Figure 1. Sequential cells grouped by signal name (run 1).
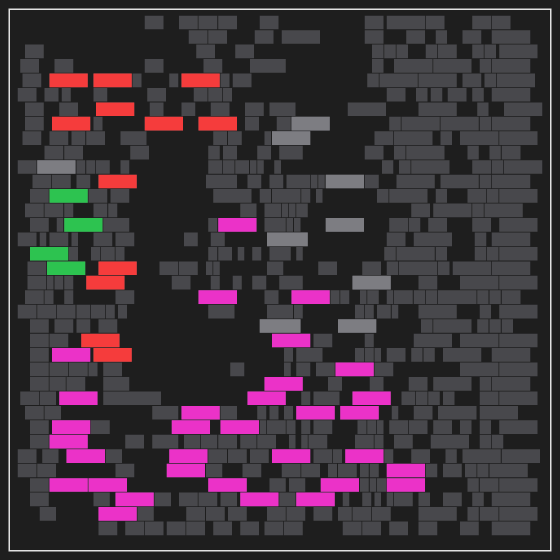
Figure 2. Routing congestion (run 1).
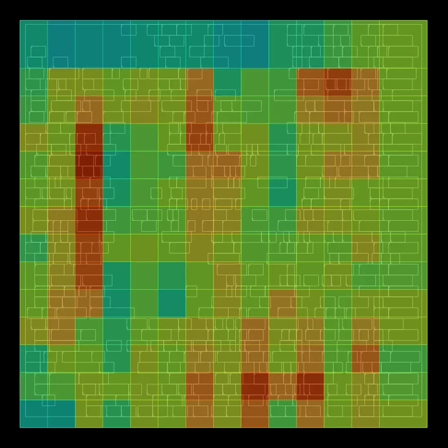
Figure 3. Cell density map (run 1).
10 x 10 tiles, from black (low) to pale yellow (high), 0 to 100% covered.
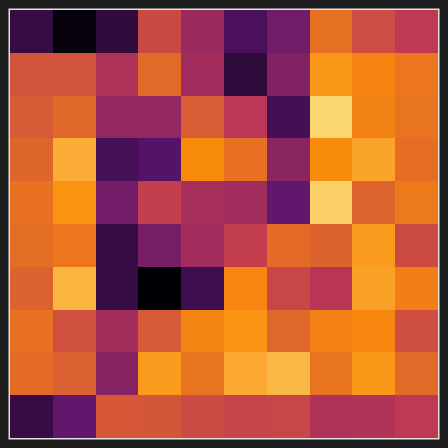
$ cat src/rtl/mem_arb_pkg.sv
// mem_arb_pkg: shared types and constants for the unified-memory arbiter.
package mem_arb_pkg;
  typedef enum logic [1:0] {IDLE, ISSUE, WAIT, RESP} arb_state_t;
  typedef enum logic {PORT_I, PORT_D} arb_port_t;
  localparam logic [3:0] BE_FULL = 4'hF;
endpackage

$ cat src/rtl/mem_arb_if.sv
// mem_arb_if: fetch, load/store and memory-side signals of the arbiter.
interface mem_arb_if #(parameter int ADDR_W = 12);
  logic              i_req_valid;
  logic              i_req_ready;
  logic [31:0]       i_addr;
  logic              i_resp_valid;
  logic [31:0]       i_rdata;
  logic              d_req_valid;
  logic              d_req_ready;
  logic [31:0]       d_addr;
  logic              d_we;
  logic [3:0]        d_be;
  logic [31:0]       d_wdata;
  logic              d_resp_valid;
  logic [31:0]       d_rdata;
  logic              mem_en;
  logic              mem_we;
  logic [3:0]        mem_be;
  logic [ADDR_W-1:0] mem_addr;
  logic [31:0]       mem_wdata;
  logic [31:0]       mem_rdata;
  modport slave (
    input  i_req_valid, i_addr, d_req_valid, d_addr, d_we, d_be, d_wdata, mem_rdata,
    output i_req_ready, i_resp_valid, i_rdata, d_req_ready, d_resp_valid, d_rdata,
           mem_en, mem_we, mem_be, mem_addr, mem_wdata
  );
  modport master (
    output i_req_valid, i_addr, d_req_valid, d_addr, d_we, d_be, d_wdata, mem_rdata,
    input  i_req_ready, i_resp_valid, i_rdata, d_req_ready, d_resp_valid, d_rdata,
           mem_en, mem_we, mem_be, mem_addr, mem_wdata
  );
endinterface

$ cat src/rtl/mem_arb_pick.sv
// mem_arb_pick: combinational winner select; round-robin when MEM_ARBITER_RR_EN is defined, else D over I.
module mem_arb_pick
  import mem_arb_pkg::*;
(
  input  logic      i_valid,
  input  logic      d_valid,
`ifdef MEM_ARBITER_RR_EN
  input  arb_port_t last,
`endif
  output arb_port_t win
);
  arb_port_t tie;
`ifdef MEM_ARBITER_RR_EN
  assign tie = (last == PORT_D) ? PORT_I : PORT_D;
`else
  assign tie = PORT_D;
`endif
  always_comb win = (i_valid && d_valid) ? tie : (d_valid ? PORT_D : PORT_I);
endmodule

$ cat src/rtl/mem_arbiter.sv
// mem_arbiter: shares one single-port memory between fetch (I) and load/store (D), one access in flight.
// Define MEM_ARBITER_RR_EN for round-robin priority instead of fixed D-over-I.
module mem_arbiter
  import mem_arb_pkg::*;
#(
  parameter int ADDR_W  = 12,
  parameter int MEM_LAT = 1
) (
  input logic      clk,
  input logic      reset,
  mem_arb_if.slave bus
);
  localparam int CW = $clog2(MEM_LAT + 1);
  arb_state_t     state;
  arb_port_t      gnt;
  arb_port_t      win;
  logic           store;
  logic           hs;
  logic           pick_d;
  logic [31:0]    addr_sel;
  logic [CW-1:0]  cnt;
`ifdef MEM_ARBITER_RR_EN
  arb_port_t last;
  always_ff @(posedge clk)
    if (reset) last <= PORT_I;
    else if (hs) last <= win;
`endif
  mem_arb_pick pick (
    .i_valid(bus.i_req_valid),
    .d_valid(bus.d_req_valid),
`ifdef MEM_ARBITER_RR_EN
    .last(last),
`endif
    .win(win)
  );
  // Ready is gated by reset so nothing is accepted until the cycle after reset drops.
  always_comb begin
    bus.i_req_ready = !reset && state == IDLE && bus.i_req_valid && win == PORT_I;
    bus.d_req_ready = !reset && state == IDLE && bus.d_req_valid && win == PORT_D;
    hs = bus.i_req_ready || bus.d_req_ready;
    pick_d = win == PORT_D;
    addr_sel = pick_d ? bus.d_addr : bus.i_addr;
    bus.i_rdata = bus.i_resp_valid ? bus.mem_rdata : '0;
    bus.d_rdata = (bus.d_resp_valid && !store) ? bus.mem_rdata : '0;
  end
  always_ff @(posedge clk) begin
    if (reset) begin
      state <= IDLE;
      gnt <= PORT_I;
      store <= 1'b0;
      cnt <= '0;
      bus.i_resp_valid <= 1'b0;
      bus.d_resp_valid <= 1'b0;
      bus.mem_en <= 1'b0;
      bus.mem_we <= 1'b0;
      bus.mem_be <= '0;
      bus.mem_addr <= '0;
      bus.mem_wdata <= '0;
    end else begin
      bus.mem_en <= 1'b0;
      bus.mem_we <= 1'b0;
      bus.i_resp_valid <= 1'b0;
      bus.d_resp_valid <= 1'b0;
      case (state)
        IDLE: if (hs) begin
          state <= ISSUE;
          gnt <= win;
          store <= pick_d && bus.d_we;
          bus.mem_en <= 1'b1;
          bus.mem_we <= pick_d && bus.d_we;
          bus.mem_be <= pick_d ? bus.d_be : BE_FULL;
          bus.mem_addr <= addr_sel[ADDR_W+1:2];
          bus.mem_wdata <= pick_d ? bus.d_wdata : '0;
        end
        ISSUE: begin
          state <= (MEM_LAT == 1) ? RESP : WAIT;
          cnt <= CW'(MEM_LAT - 2);
          bus.i_resp_valid <= MEM_LAT == 1 && gnt == PORT_I;
          bus.d_resp_valid <= MEM_LAT == 1 && gnt == PORT_D;
        end
        WAIT: if (cnt == '0) begin
          state <= RESP;
          bus.i_resp_valid <= gnt == PORT_I;
          bus.d_resp_valid <= gnt == PORT_D;
        end else cnt <= cnt - 1'b1;
        default: state <= IDLE;
      endcase
    end
  end
endmodule

$ cat src/flat_wrapper.sv
// flat-port wrapper written by rule: the top's interface ports become plain ports
module mem_arbiter_flat import mem_arb_pkg::*;
#(
  parameter int ADDR_W  = 12,
  parameter int MEM_LAT = 1
)
  (clk, reset, bus_i_req_valid, bus_i_addr, bus_d_req_valid, bus_d_addr, bus_d_we, bus_d_be, bus_d_wdata, bus_mem_rdata, bus_i_req_ready, bus_i_resp_valid, bus_i_rdata, bus_d_req_ready, bus_d_resp_valid, bus_d_rdata, bus_mem_en, bus_mem_we, bus_mem_be, bus_mem_addr, bus_mem_wdata);
  mem_arb_if #(.ADDR_W(ADDR_W)) bus_i ();
  input logic clk;
  input logic reset;
  input wire logic [$bits(bus_i.i_req_valid)-1:0] bus_i_req_valid;
  input wire logic [$bits(bus_i.i_addr)-1:0] bus_i_addr;
  input wire logic [$bits(bus_i.d_req_valid)-1:0] bus_d_req_valid;
  input wire logic [$bits(bus_i.d_addr)-1:0] bus_d_addr;
  input wire logic [$bits(bus_i.d_we)-1:0] bus_d_we;
  input wire logic [$bits(bus_i.d_be)-1:0] bus_d_be;
  input wire logic [$bits(bus_i.d_wdata)-1:0] bus_d_wdata;
  input wire logic [$bits(bus_i.mem_rdata)-1:0] bus_mem_rdata;
  output wire logic [$bits(bus_i.i_req_ready)-1:0] bus_i_req_ready;
  output wire logic [$bits(bus_i.i_resp_valid)-1:0] bus_i_resp_valid;
  output wire logic [$bits(bus_i.i_rdata)-1:0] bus_i_rdata;
  output wire logic [$bits(bus_i.d_req_ready)-1:0] bus_d_req_ready;
  output wire logic [$bits(bus_i.d_resp_valid)-1:0] bus_d_resp_valid;
  output wire logic [$bits(bus_i.d_rdata)-1:0] bus_d_rdata;
  output wire logic [$bits(bus_i.mem_en)-1:0] bus_mem_en;
  output wire logic [$bits(bus_i.mem_we)-1:0] bus_mem_we;
  output wire logic [$bits(bus_i.mem_be)-1:0] bus_mem_be;
  output wire logic [$bits(bus_i.mem_addr)-1:0] bus_mem_addr;
  output wire logic [$bits(bus_i.mem_wdata)-1:0] bus_mem_wdata;
  assign bus_i.i_req_valid = bus_i_req_valid;
  assign bus_i.i_addr = bus_i_addr;
  assign bus_i.d_req_valid = bus_d_req_valid;
  assign bus_i.d_addr = bus_d_addr;
  assign bus_i.d_we = bus_d_we;
  assign bus_i.d_be = bus_d_be;
  assign bus_i.d_wdata = bus_d_wdata;
  assign bus_i.mem_rdata = bus_mem_rdata;
  assign bus_i_req_ready = bus_i.i_req_ready;
  assign bus_i_resp_valid = bus_i.i_resp_valid;
  assign bus_i_rdata = bus_i.i_rdata;
  assign bus_d_req_ready = bus_i.d_req_ready;
  assign bus_d_resp_valid = bus_i.d_resp_valid;
  assign bus_d_rdata = bus_i.d_rdata;
  assign bus_mem_en = bus_i.mem_en;
  assign bus_mem_we = bus_i.mem_we;
  assign bus_mem_be = bus_i.mem_be;
  assign bus_mem_addr = bus_i.mem_addr;
  assign bus_mem_wdata = bus_i.mem_wdata;
  mem_arbiter #(.ADDR_W(ADDR_W), .MEM_LAT(MEM_LAT)) u_core (.clk(clk), .reset(reset), .bus(bus_i));
endmodule
$ cat config.mk
export PLATFORM = sky130hd
export DESIGN_NAME = mem_arbiter_flat
export DESIGN_NICKNAME = d
export VERILOG_FILES = /design/src/rtl/mem_arb_pkg.sv /design/src/rtl/mem_arb_if.sv /design/src/rtl/mem_arb_pick.sv /design/src/rtl/mem_arbiter.sv /design/src/flat_wrapper.sv
export SDC_FILE = /design/constraint.sdc
export NUM_CORES = 1
export LEC_CHECK = 0
export CAP_MARGIN = 40
export CORE_UTILIZATION = 26
export CTS_CLUSTER_DIAMETER = 40
export DETAILED_ROUTE_END_ITERATION = 10
export PLACE_DENSITY = 0.72
export SKIP_LAST_GASP = 1
export SYNTH_ARGS = -nofsm -noshare
export SYNTH_HDL_FRONTEND = slang
export SYNTH_SLANG_ARGS = --single-unit
$ cat constraint.sdc
create_clock -name clk -period 1.95 [get_ports clk]
set_input_delay 0.2925 -clock clk [delete_from_list [all_inputs] [get_ports clk]]
set_output_delay 0.2925 -clock clk [all_outputs]
set_load 0.05 [all_outputs]
==> Slide: Implementation Results, run 1 <==
Key Metrics from the Run

Synth
  – Syn_nets: 431
  – Syn. warnings: 0
  – Mapped cell area: 2580 µm²
  – Basic Gates by Area: 22.5%
  – Area fraction in mux cells: 5.53%
  – Synth flops: 57
  – Main logic family: simple AND/OR/NAND/NOR gates

Worst setup path
  – Crit path max-delay cell type: dfxtp_2
  – Buf/Inv on CP: 4
  – Crit path top cell by count: buf_4
  – Worst path cell trace: inv_1, ha_2, nand3b_1, clkinv_2, buf_4, buf_4

Drt
  – Drt pass-1 iters: 4
  – DRC viols: 0
  – DRT iter0 DRCs: 64
  – Routed Antenna Nets: 0
  – DR vias/cell: 4.50

Global routing
  – First-pass GRT wire length: 14.4 mm

Die
  – FP Util: 26.7%
  – Chip width: 102 µm
  – Core area: 9680 µm²

Flow run
  – Tool Warnings: 69

Placement
  – GP Congestion: 0.741
  – PortBufs: 214
  – Placed Area: 5570 µm²

STA
  – Slew margin rel.: 64.1%
  – Setup ws final: 93.7 ps
  – Minimum clock period: 1860 ps
  – Unrepaired setup endpoints after global routing: no

Finish
  – Layout net count: 650

Outcome
  – Status: finished clean

Clock tree
  – CTS tree: built

Worst hold path
  – Min-delay worst type: reg2reg
## Picture notes: Figure 1
Key: `u_core.bus.mem_addr` = red [placed flops 12]; `u_core.bus.mem_be` = green [placed flops 4, where west]; `u_core.bus.mem_wdata` = magenta [placed flops 32]
Another 9 sequential cells are not colored.
Seq group: 1460 µW
Post-Route Utilization: 59.8%
sequential cell area: 1140 µm²

## Picture notes: Figure 2
gr usage total: 18.5%
met1 Use GR: 18.9%
Most Crowded Layer GR: met2
Global Route met3 Usage: 7.73%
Wirelength per Cell: 15.1 µm

## Picture notes: Figure 3
The mean over all tiles is 55%. 2.0% of the tiles are nearly empty. 14% of the tiles are over 75% full. The fullest tile reaches 91%.

[run 1: synth_stat cells]
master     n  share of area (%)
o21ai_0   16                3.1
dfxtp_1   57                 44
a22o_1    19                6.4
buf_6      3                1.3
mux2i_1   12                4.7
nand2b_1   1               0.24
nand2_1   16                2.3
clkinv_1   1               0.15
clkbuf_1  10                1.5
inv_1      4               0.58
and2_1    64                 16
buf_2      7                1.4
nor3_1     4               0.78
a22oi_1    1               0.29
a21oi_4    1               0.63
nor2b_1    4               0.97
mux2_2     2               0.87
ha_1       4                1.9
nor2_1    13                1.9
buf_1      2               0.29
or2_1      1               0.24
a21oi_1   31                6.0
clkbuf_2   2               0.39
nand3b_1   1               0.29
nor3b_1    1               0.29
a211oi_1  13                3.8
[run 1: layer usage]
layer	part of all wire, %	vias up	global-route usage (%)
li1	-	1423	-
met1	37	1340	18.9
met2	53	143	34.5
met3	9.9	8	7.73
met4	0.75	0	5.02
met5	0	-	0
[run 1: worst paths after layout]
kind                   start                      end  slack [ps]  cells past startpoint
max reg2reg  u_core.state[0]  u_core.bus.mem_addr[11]         390                      7
min               u_core.gnt  u_core.bus.i_resp_valid         450                      1
min reg2reg       u_core.gnt  u_core.bus.i_resp_valid         450                      1
max          u_core.state[0]          bus_d_req_ready          90                      6
[run 1: final cells by class]
class	count	area, µm²	area share [%]
multi-input combinational	204	1310	22.7
sequential	57	1140	19.7
tap	133	166	2.87
clock inverter	6	66.3	1.14
inverter	5	20.0	0.346
clock buffer	10	138	2.38
timing repair buffer	232	2950	50.8
[run 1: report_power, final]
part           leakage (µW)  total, µW  switching, µW  internal (µW)
combinational       0.00171       2750           1570           1180
clock             0.0000949       1140            512            626
sequential         0.000467       1460            105           1350
total               0.00227       5350           2190           3160
--- run 2 (diff from run 1) ---
Settings changed: CORE_MARGIN set to 4.
Figure 4. Cell density map (run 2).
11 x 11 tiles, from black (low) to pale yellow (high), 0 to 100% covered.
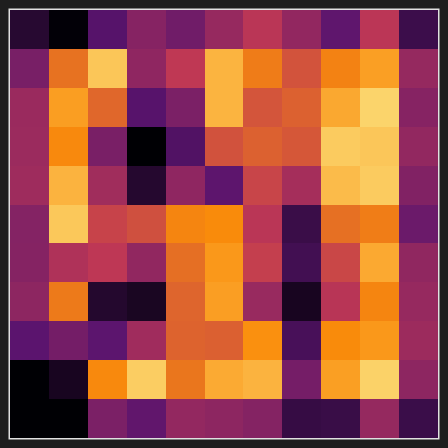
19% of the tiles are over 75% full. The emptiest ninth of the die: south-west. The mean over all tiles is 48%. The fullest tile reaches 91%.
Post-Route Utilization: 59.4%
FP Util: 26.5%
core area: 9730 µm²

Figure 5. Cells colored by class (run 2).
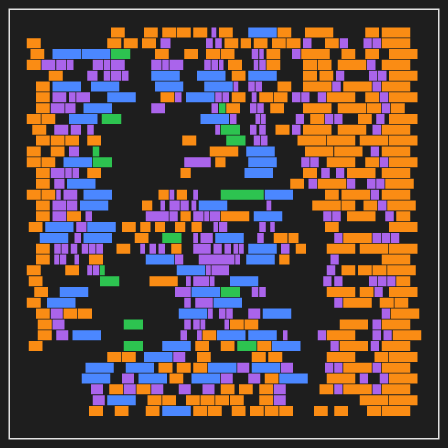
Key: clock drivers and dummy loads = green [cells 15, share of their area 3.5%]; combinational and other logic = purple [cells 209, share of their area 24%]; flops = blue [cells 57, share of their area 20%]; other buffers and delay cells = orange [cells 229, share of their area 52%]
post-route cell area: 5780 µm²
Rows: 36
flop share of the area: 19.7%

Figure 6. Routing congestion (run 2).
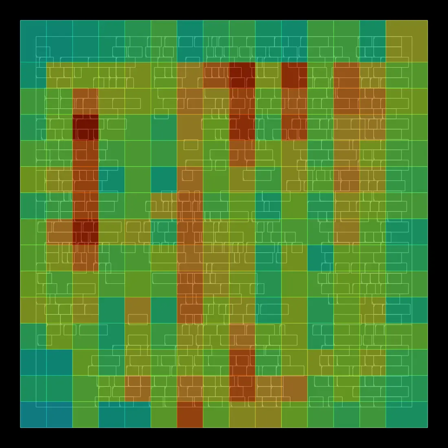
grt met2 use: 32.9%
Global Route met3 Usage: 6.06%

==> run 2 against run 1 <==
  * Fmax increased by 0.75%
  * Cell count fell by 0.62%
  * Global-route usage shrank 1.1 points
  * Via count rose by 1.0%
  * Critical path depth unchanged
  * Clock skew fell by 2.6 ps
  * Clock power down 4%
  * Sequential share of layout area barely moved
  * Synthesized cell count stayed put
  * Wire length up 8.3%
  * Non-clock buffer count decreased by 3
  * Critical path type unchanged
  * Largest cell class unchanged
==> Slide: Implementation Results, run 2 <==
Key Metrics from the Run

Outcome
  – Status: finished clean

Drt
  – DRC viols: 0 (unchanged)
  – Drt pass-1 iters: 4 (unchanged)
  – Routed Antenna Nets: 0 (unchanged)
  – DR vias/cell: 4.58 (+1.6%)

Worst setup path
  – Crit path launch: u_core.state[0]
  – Reg-to-reg critical path endpoint: u_core.bus.mem_addr[3]
  – Worst reg2reg path startpoint: u_core.state[0]
  – Worst path cell trace: inv_1, ha_4, nand2b_1, buf_4, nor3b_4, buf_12
  – Worst reg2reg path depth: 5 (-2)

STA
  – Minimum clock period: 1840 ps (-13.8 ps)
  – Slew margin rel.: 41.3% (-23 points)

Synth
  – Dominant cell by count in the synthesized netlist: and2_1
  – Area share, top type: 44.2% (unchanged)
  – Async set-or-reset flop fraction in the synthesized netlist: 0% (unchanged)
  – Syn. warnings: 0 (unchanged)
  – Synth Flop Type: dfxtp_1
  – Mapped cell area: 2580 µm² (unchanged)

Placement
  – PortBufs: 214 (unchanged)
  – GP Congestion: 0.729 (-1.6%)

Worst hold path
  – Min-delay worst type: reg2reg

Global routing
  – Most Crowded Layer GR: met2
## run 2: cell counts after synthesis
No cell type changed its count.
## run 2: power breakdown
group          internal (µW)  switching [µW]  total (µW)
clock network            648             438        1090
registers               1350             105        1460
logic                   1190            1590        2780
total                   3190            2130        5320
## run 2: routing by layer
layer / part of all wire [%] / up-vias
met3: 9.6 / 13
met5: 0 / -
met2: 52 / 139
li1: - / 1421
met1: 36 / 1370
met4: 1.6 / 0
## run 2: what timing repair did
| item | 4_1_cts | 5_1_grt |
|---|---|---|
| setup buffers | 0 | 0 |
| gates resized | 0 | 3 |
| setup endpoints to repair | 0 | 2 |
## run 2: cell families (layout without fill, tap and decap cells)
kind of cell	Yosys count	count (layout)	share of synthesized area, %
muxes	14	14	5.53
and+or+nand+nor	105	105	22.5
adders and majority gates	4	4	1.94
AOI/OAI and AO/OA	81	81	20.3
DFF	57	57	44.2
buffers and inverters	29	249	5.53
## run 2: worst min path at each step
stage	slack (ps)	cells after the start	to	start
floorplan	400	2	u_core.bus.mem_we	bus_d_we
global placement	440	1	u_core.bus.i_resp_valid	u_core.gnt
detailed placement	440	1	u_core.bus.i_resp_valid	u_core.gnt
CTS	450	2	u_core.bus.d_resp_valid	u_core.gnt
global route	460	1	u_core.bus.i_resp_valid	u_core.gnt
finish	450	1	u_core.bus.i_resp_valid	u_core.gnt
## run 2: worst max-delay path: cells and delay by family, from the launching register on
family	cells	cell delay, ps
fa+ha+maj	1	160
flops	1	330
simple gates	2	290
buf+inv	3	450
## run 2: final cells by class
type	instances	area share, %
sequential	57	19.7
timing repair buffer	229	50.8
inverter	5	0.325
multi-input combinational	204	22.9
clock inverter	3	0.693
tap	133	2.88
clock buffer	12	2.69
Power figures rest on the tool's default switching activity, not on a simulated workload.
